**config.mk**
```make
export PLATFORM = sky130hd
export DESIGN_NAME = rv32_alu_add_sub_mc
export DESIGN_NICKNAME = d
export VERILOG_FILES = /design/src/rtl/rv32_alu_add_sub_mc.sv
export SDC_FILE = /design/constraint.sdc
export NUM_CORES = 1
export LEC_CHECK = 0
export CAP_MARGIN = 40
export CORE_UTILIZATION = 40
export DETAILED_ROUTE_END_ITERATION = 8
export PLACE_DENSITY = 0.65
export SYNTH_ARGS = -nofsm -noshare
export SYNTH_HDL_FRONTEND = slang
export SYNTH_SLANG_ARGS = --single-unit
```
**constraint.sdc**
```tcl
create_clock -name clk -period 4.2 [get_ports clk]
set_clock_uncertainty 0.05 [all_clocks]
set_input_delay 0.84 -clock clk [delete_from_list [all_inputs] [get_ports clk]]
set_output_delay 0.84 -clock clk [all_outputs]
set_load 0.005 [all_outputs]
```
**src/rtl/rv32_alu_add_sub_mc.sv**
```systemverilog
// ---------------------------------------------------------------------------
// rv32_alu_add_sub_mc
//
// Multi-cycle ADD/SUB unit. It adds CHUNK bits per clock, least significant
// slice first, and carries between slices in a single carry register. Each
// request moves through IDLE -> BUSY -> DONE. A DONE result waits for
// out_ready before the unit returns to IDLE.
//
// Parameters:
//   XLEN   operand/result width (default 32)
//   CHUNK  bits processed per BUSY cycle (default 8); XLEN must be a multiple
//
// Ports:
//   clk        clock, rising edge
//   rst_n      asynchronous active-low reset
//   in_valid   request strobe, taken when in_ready is high
//   in_ready   high only in IDLE
//   alu_opsel  0/7/15 = ADD, 1/8 = SUB, anything else = INVALID
//   opA, opB   operands
//   out_valid  high only in DONE
//   out_ready  consumer accepts the result
//   result     sum or difference (0 for INVALID)
//   flag_z/c/v zero, carry-out (SUB: 1 = no borrow), signed overflow
//
// Configuration macro:
//   RV32_ALU_ADD_SUB_FLAGS_EN  when defined, adds the flag ports and the
//                              logic that drives them. Result and timing do
//                              not change.
// ---------------------------------------------------------------------------
module rv32_alu_add_sub_mc #(
   parameter int XLEN  = 32,
   parameter int CHUNK = 8
) (
   input  logic            clk,
   input  logic            rst_n,
   input  logic            in_valid,
   output logic            in_ready,
   input  logic [3:0]      alu_opsel,
   input  logic [XLEN-1:0] opA,
   input  logic [XLEN-1:0] opB,
   output logic            out_valid,
   input  logic            out_ready,
   output logic [XLEN-1:0] result
`ifdef RV32_ALU_ADD_SUB_FLAGS_EN
   ,
   output logic            flag_z,
   output logic            flag_c,
   output logic            flag_v
`endif
);

   localparam int NCHUNK = XLEN / CHUNK;
   localparam int CW     = (NCHUNK > 1) ? $clog2(NCHUNK) : 1;
   localparam int IW     = (XLEN > 1) ? $clog2(XLEN) : 1;

   generate
      if (XLEN % CHUNK != 0) begin : g_badChunk
         $error("rv32_alu_add_sub_mc: XLEN must be a multiple of CHUNK");
      end
   endgenerate

   typedef enum logic [1:0] {IDLE, BUSY, DONE} state_t;

   state_t            r_state;
   state_t            w_next;
   logic [XLEN-1:0]   r_a;
   logic [XLEN-1:0]   r_b;
   logic              r_carry;
   logic [CW-1:0]     r_cnt;
   logic [XLEN-1:0]   r_result;

   logic              w_isAdd;
   logic              w_isSub;
   logic              w_accept;
   logic              w_lastChunk;
   logic [IW-1:0]     w_base;
   logic [CHUNK:0]    w_sum;
   logic [XLEN-1:0]   w_resNext;

   // Opsel decode. Several codes alias the same operation. Any code that
   // is not listed is INVALID.
   always_comb begin
      w_isAdd = 1'b0;
      w_isSub = 1'b0;
      case (alu_opsel)
         4'd0, 4'd7, 4'd15: w_isAdd = 1'b1;
         4'd1, 4'd8:        w_isSub = 1'b1;
         default:           ;
      endcase
   end

   assign w_accept    = in_valid && (r_state == IDLE);
   assign w_lastChunk = (r_cnt == CW'(NCHUNK - 1));

   // State register. Reset drops straight into IDLE. Leaving IDLE only
   // happens on a clock edge, so reset release is seen synchronously.
   always_ff @(posedge clk or negedge rst_n) begin
      if (!rst_n) begin
         r_state <= IDLE;
      end else begin
         r_state <= w_next;
      end
   end

   // Next-state and handshake outputs. INVALID requests skip BUSY. The
   // handshake cycle in DONE cannot also accept a request, because
   // in_ready is only high in IDLE.
   always_comb begin
      w_next    = r_state;
      in_ready  = 1'b0;
      out_valid = 1'b0;
      case (r_state)
         IDLE: begin
            in_ready = 1'b1;
            if (in_valid) begin
               w_next = (w_isAdd || w_isSub) ? BUSY : DONE;
            end
         end
         BUSY: begin
            if (w_lastChunk) begin
               w_next = DONE;
            end
         end
         DONE: begin
            out_valid = 1'b1;
            if (out_ready) begin
               w_next = IDLE;
            end
         end
         default: w_next = IDLE;
      endcase
   end

   // One slice adder. r_cnt selects the slice. The new slice is merged into
   // the running result so the zero flag can look at the full final word.
   always_comb begin
      w_base    = IW'(r_cnt * CHUNK);
      w_sum     = {1'b0, r_a[w_base +: CHUNK]} + {1'b0, r_b[w_base +: CHUNK]}
                + {{CHUNK{1'b0}}, r_carry};
      w_resNext = r_result;
      w_resNext[w_base +: CHUNK] = w_sum[CHUNK-1:0];
   end

   // Operand latch and slice-serial datapath. SUB stores ~opB with a carry-in
   // of 1, so BUSY always performs an addition. The result clears on every
   // accept, so INVALID leaves it at zero.
   always_ff @(posedge clk or negedge rst_n) begin
      if (!rst_n) begin
         r_a      <= '0;
         r_b      <= '0;
         r_carry  <= 1'b0;
         r_cnt    <= '0;
         r_result <= '0;
      end else if (w_accept) begin
         r_a      <= opA;
         r_b      <= w_isSub ? ~opB : opB;
         r_carry  <= w_isSub;
         r_cnt    <= '0;
         r_result <= '0;
      end else if (r_state == BUSY) begin
         r_result <= w_resNext;
         r_carry  <= w_sum[CHUNK];
         r_cnt    <= r_cnt + CW'(1);
      end
   end

   assign result = r_result;

`ifdef RV32_ALU_ADD_SUB_FLAGS_EN
   logic r_z;
   logic r_c;
   logic r_v;

   // Flags are captured on the last slice. Overflow uses the sign bits of
   // the effective addends (B already inverted for SUB) and of the result.
   // An accept clears the flags, so INVALID reports all flags as zero.
   always_ff @(posedge clk or negedge rst_n) begin
      if (!rst_n) begin
         r_z <= 1'b0;
         r_c <= 1'b0;
         r_v <= 1'b0;
      end else if (w_accept) begin
         r_z <= 1'b0;
         r_c <= 1'b0;
         r_v <= 1'b0;
      end else if ((r_state == BUSY) && w_lastChunk) begin
         r_z <= (w_resNext == '0);
         r_c <= w_sum[CHUNK];
         r_v <= (r_a[XLEN-1] ^ w_sum[CHUNK-1]) & (r_b[XLEN-1] ^ w_sum[CHUNK-1]);
      end
   end

   assign flag_z = r_z;
   assign flag_c = r_c;
   assign flag_v = r_v;
`endif

endmodule

```
Gate families picked out:
The bar under the picture is 20 um long.
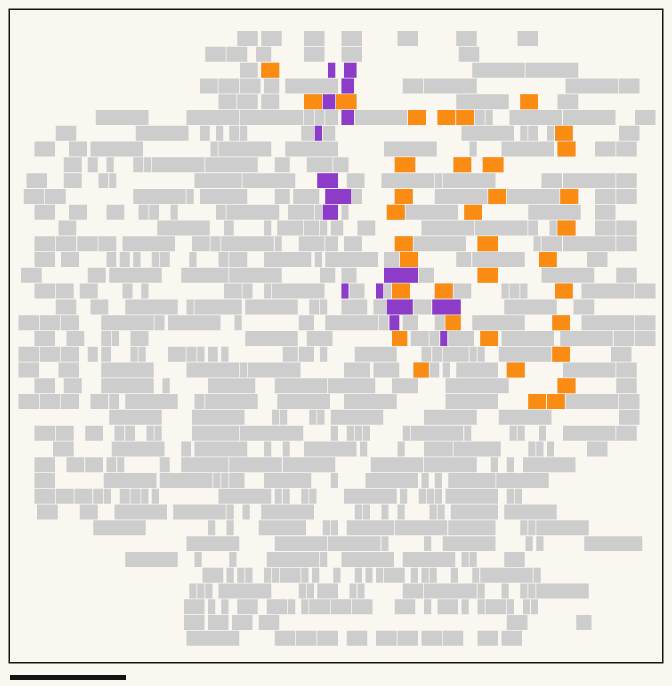
| color | family | cells | most used |
|---|---|---|---|
| orange | AND-OR and OR-AND gates | 36 | a22o_1 |
| purple | NOR gates | 16 | nor2_1 |

Congestion heat map:
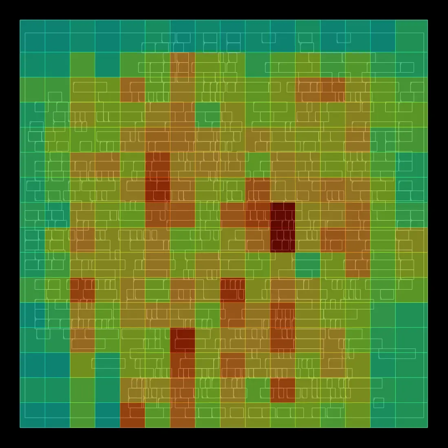
DR WL/cell: 15.6 um
GR met2 Demand/Resource: 31.1%
M1 GR Usage: 25.4%
Total GRT Usage: 18.7%

Signal wires by layer:
The bar under the picture is 20 um long.
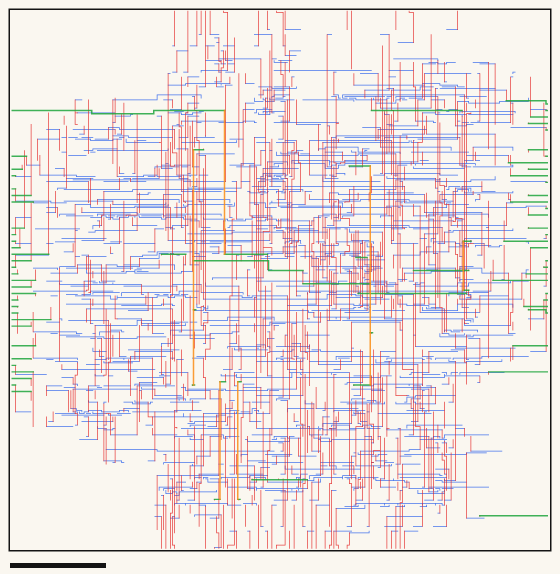
| color | layer | wire length |
|---|---|---|
| orange | met4 | 184 um |
| green | met3 | 400 um |
| blue | met1 | 5150 um |
| red | met2 | 5230 um |
routed wire length: 11000 um
vias after detailed routing: 3591

==> run summary <==
Figures from the implementation reports.

- Counting the fill cells in the layout gives between 1000 and 1500.
- The largest family of logic cells by area reads simple AND/OR/NAND/NOR gates.
- The highest-power group is combinational logic.
- The flop-to-flop setup slack reads around 1.1 ns.
- STA classifies the critical path endpoint as a register.
- The relative contribution of the clock network to total power reads around a fifth.
- The portion of total power attributed to sequential cells is 31.6%.
- The global-route wire length before repair reads between 15000 and 20000 um.
- The mux cell area share after synthesis reads about 7.4%.
- The share of the Yosys chip area taken by registers is 51.9%.
- The share of total power consumed by net switching is around 40%.
- The number of global-route vias before repair reads approximately 3700.
- The worst stage delay on the critical path is 0.55 ns.
- The area added between synthesis and finish is 31.3%.
- As reported, the later end of the worst-skew pair has a clock insertion delay of 0.34 ns.
- The post-cts hold-fix buffer tally reads 0.
- Per the TritonCTS log, the buffer count is 9.
- In the synthesized netlist the async set-or-reset flop fraction comes to 100%.
- The per-cell via count in the routed design reads a little over 5.
- The total die size is 12600 um2.
- The run finished with clean final reports.
- The placement stage leaves a total instance area of 6050 um2.
- Per STA, the worst path is made up of buf_4 -> mux4_2 -> fa_1 -> inv_1 -> fa_1 -> nor2b_4 -> o31a_1 -> o31a_1 -> nor3_4 -> a22o_1.
- The number of input and output port buffers inserted is roughly 110.
- The met3 track utilization from global routing is 2.48%.
- Of the total standard cell area in the layout, the multi-input combinational portion is 34.1%.
- The area of combinational cells with multiple inputs is between 2000 and 2500 um2.
- By startpoint and endpoint, the worst setup path is classified as reg -> reg.
- The number of tap instances is about 140.
- Setup repair after global routing left no endpoint under its margin.
- After synthesis the netlist holds a flip-flop and latch count of around 100.
- The clock period minus worst slack reads approximately 3.1 ns.
- The post-cts gate resize count is 0.
- The post-synth tally of flip-flops with integrated enable is 0.
- The detailed-placement wirelength estimate reads 8370 um.
- The critical path endpoint has a required time of around 4.4 ns.
- In this run the power spent charging and discharging nets is about 1.9 mW.
- The initial antenna violation count reads 0.
- The cell count of the worst reg-to-reg path reads 10.
- The cell group occupying the most layout area reads sequential cells.
- The beginning of the worst register-to-register path is r_cnt[0].
- The number of distinct standard cells referenced by the synthesized netlist reads between 40 and 50.
- For this design, Yosys synthesis ends with a cell count of between 400 and 500.
Cell density map:
The die is cut into 11 by 11 equal tiles; dark blue is low, red is high, 0 to 100% covered.
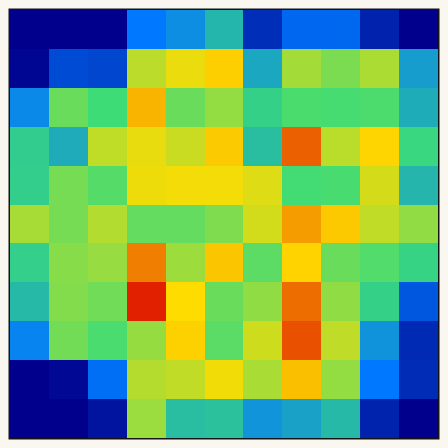
mean over tiles: 49%
densest ninth of the die: center
fullest tile: 96%
tiles over 75% full: 12%
nearly empty tiles: 8.3%
initial cell density of the core: 41.8%
fraction of the core area covered by cells at the end of the flow: 54.9%
area of the placeable core: 11700 um2

Clock wires, drivers and flops:
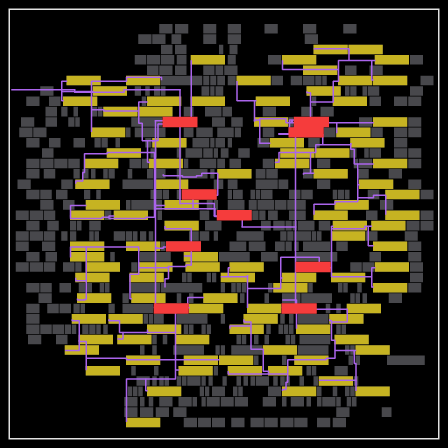
[yellow] flip-flops | count: 101
[red] cells driving clock nets | count: 9
[purple] clock wires | length: 1150 um
flops lie: spread over the die

[sequential cells by signal (all words and copies together), names as in the netlist]
signal and count:
result 32, r_cnt 2, r_state 2, r_a 32, r_carry 1, r_b 32
[worst max path at each step]
stage | cells past startpoint | slack (ns) | to | from
after floorplan | 10 | 1.12 | result[14] | r_cnt[0]
after global placement | 10 | 1.14 | result[14] | r_cnt[0]
after detailed placement | 10 | 1.10 | result[14] | r_cnt[0]
after CTS | 10 | 1.08 | result[14] | r_cnt[0]
after global routing | 10 | 0.91 | result[22] | r_cnt[0]
final | 10 | 1.09 | result[14] | r_cnt[0]
[cells in the final DEF (no fill, tap or decap), drive strengths merged, types with 10 or more instances in the layout]
master,n
mux4,16
clkdlybuf4s50,104
xor2,33
dfrtp,101
o21ai,40
nand2,138
inv,10
a22o,24
ha,12
clkbuf,11
[synth_stat cells (2+ instances only)]
master and instances:
buf_1 3, o21a_1 2, a32o_1 4, ha_1 12, a211oi_1 2, and3_1 2, xnor2_1 3, or3_1 2
nor2_1 5, a21oi_2 3, mux4_2 16, a21oi_1 6, clkbuf_1 7, inv_1 5, clkbuf_2 2, fa_1 2
nor2b_1 4, a22o_1 24, o21ai_1 38, buf_6 3, dfrtp_1 101, nand2_1 138, o211ai_1 4, xor2_1 33
buf_2 9, nor4_2 2, inv_2 4, o31a_1 2, a31o_2 2, o21ai_0 2
[worst register-to-register path, stage by stage, from the launching register on]
cell and delay [ns]:
dfrtp_1 0.34, buf_4 0.25, mux4_2 0.55, fa_1 0.46
inv_1 0.09, fa_1 0.25, nor2b_4 0.06, o31a_1 0.28
o31a_1 0.30, nor3_4 0.24, a22o_1 0.17
[routing by layer]
metal | wire length (um) | up-vias
li1 | - | 1753
met1 | 5150 | 1731
met2 | 5230 | 90
met3 | 399 | 17
met4 | 183 | 0
met5 | 0 | -
Power is estimated from default activity; no workload was simulated.
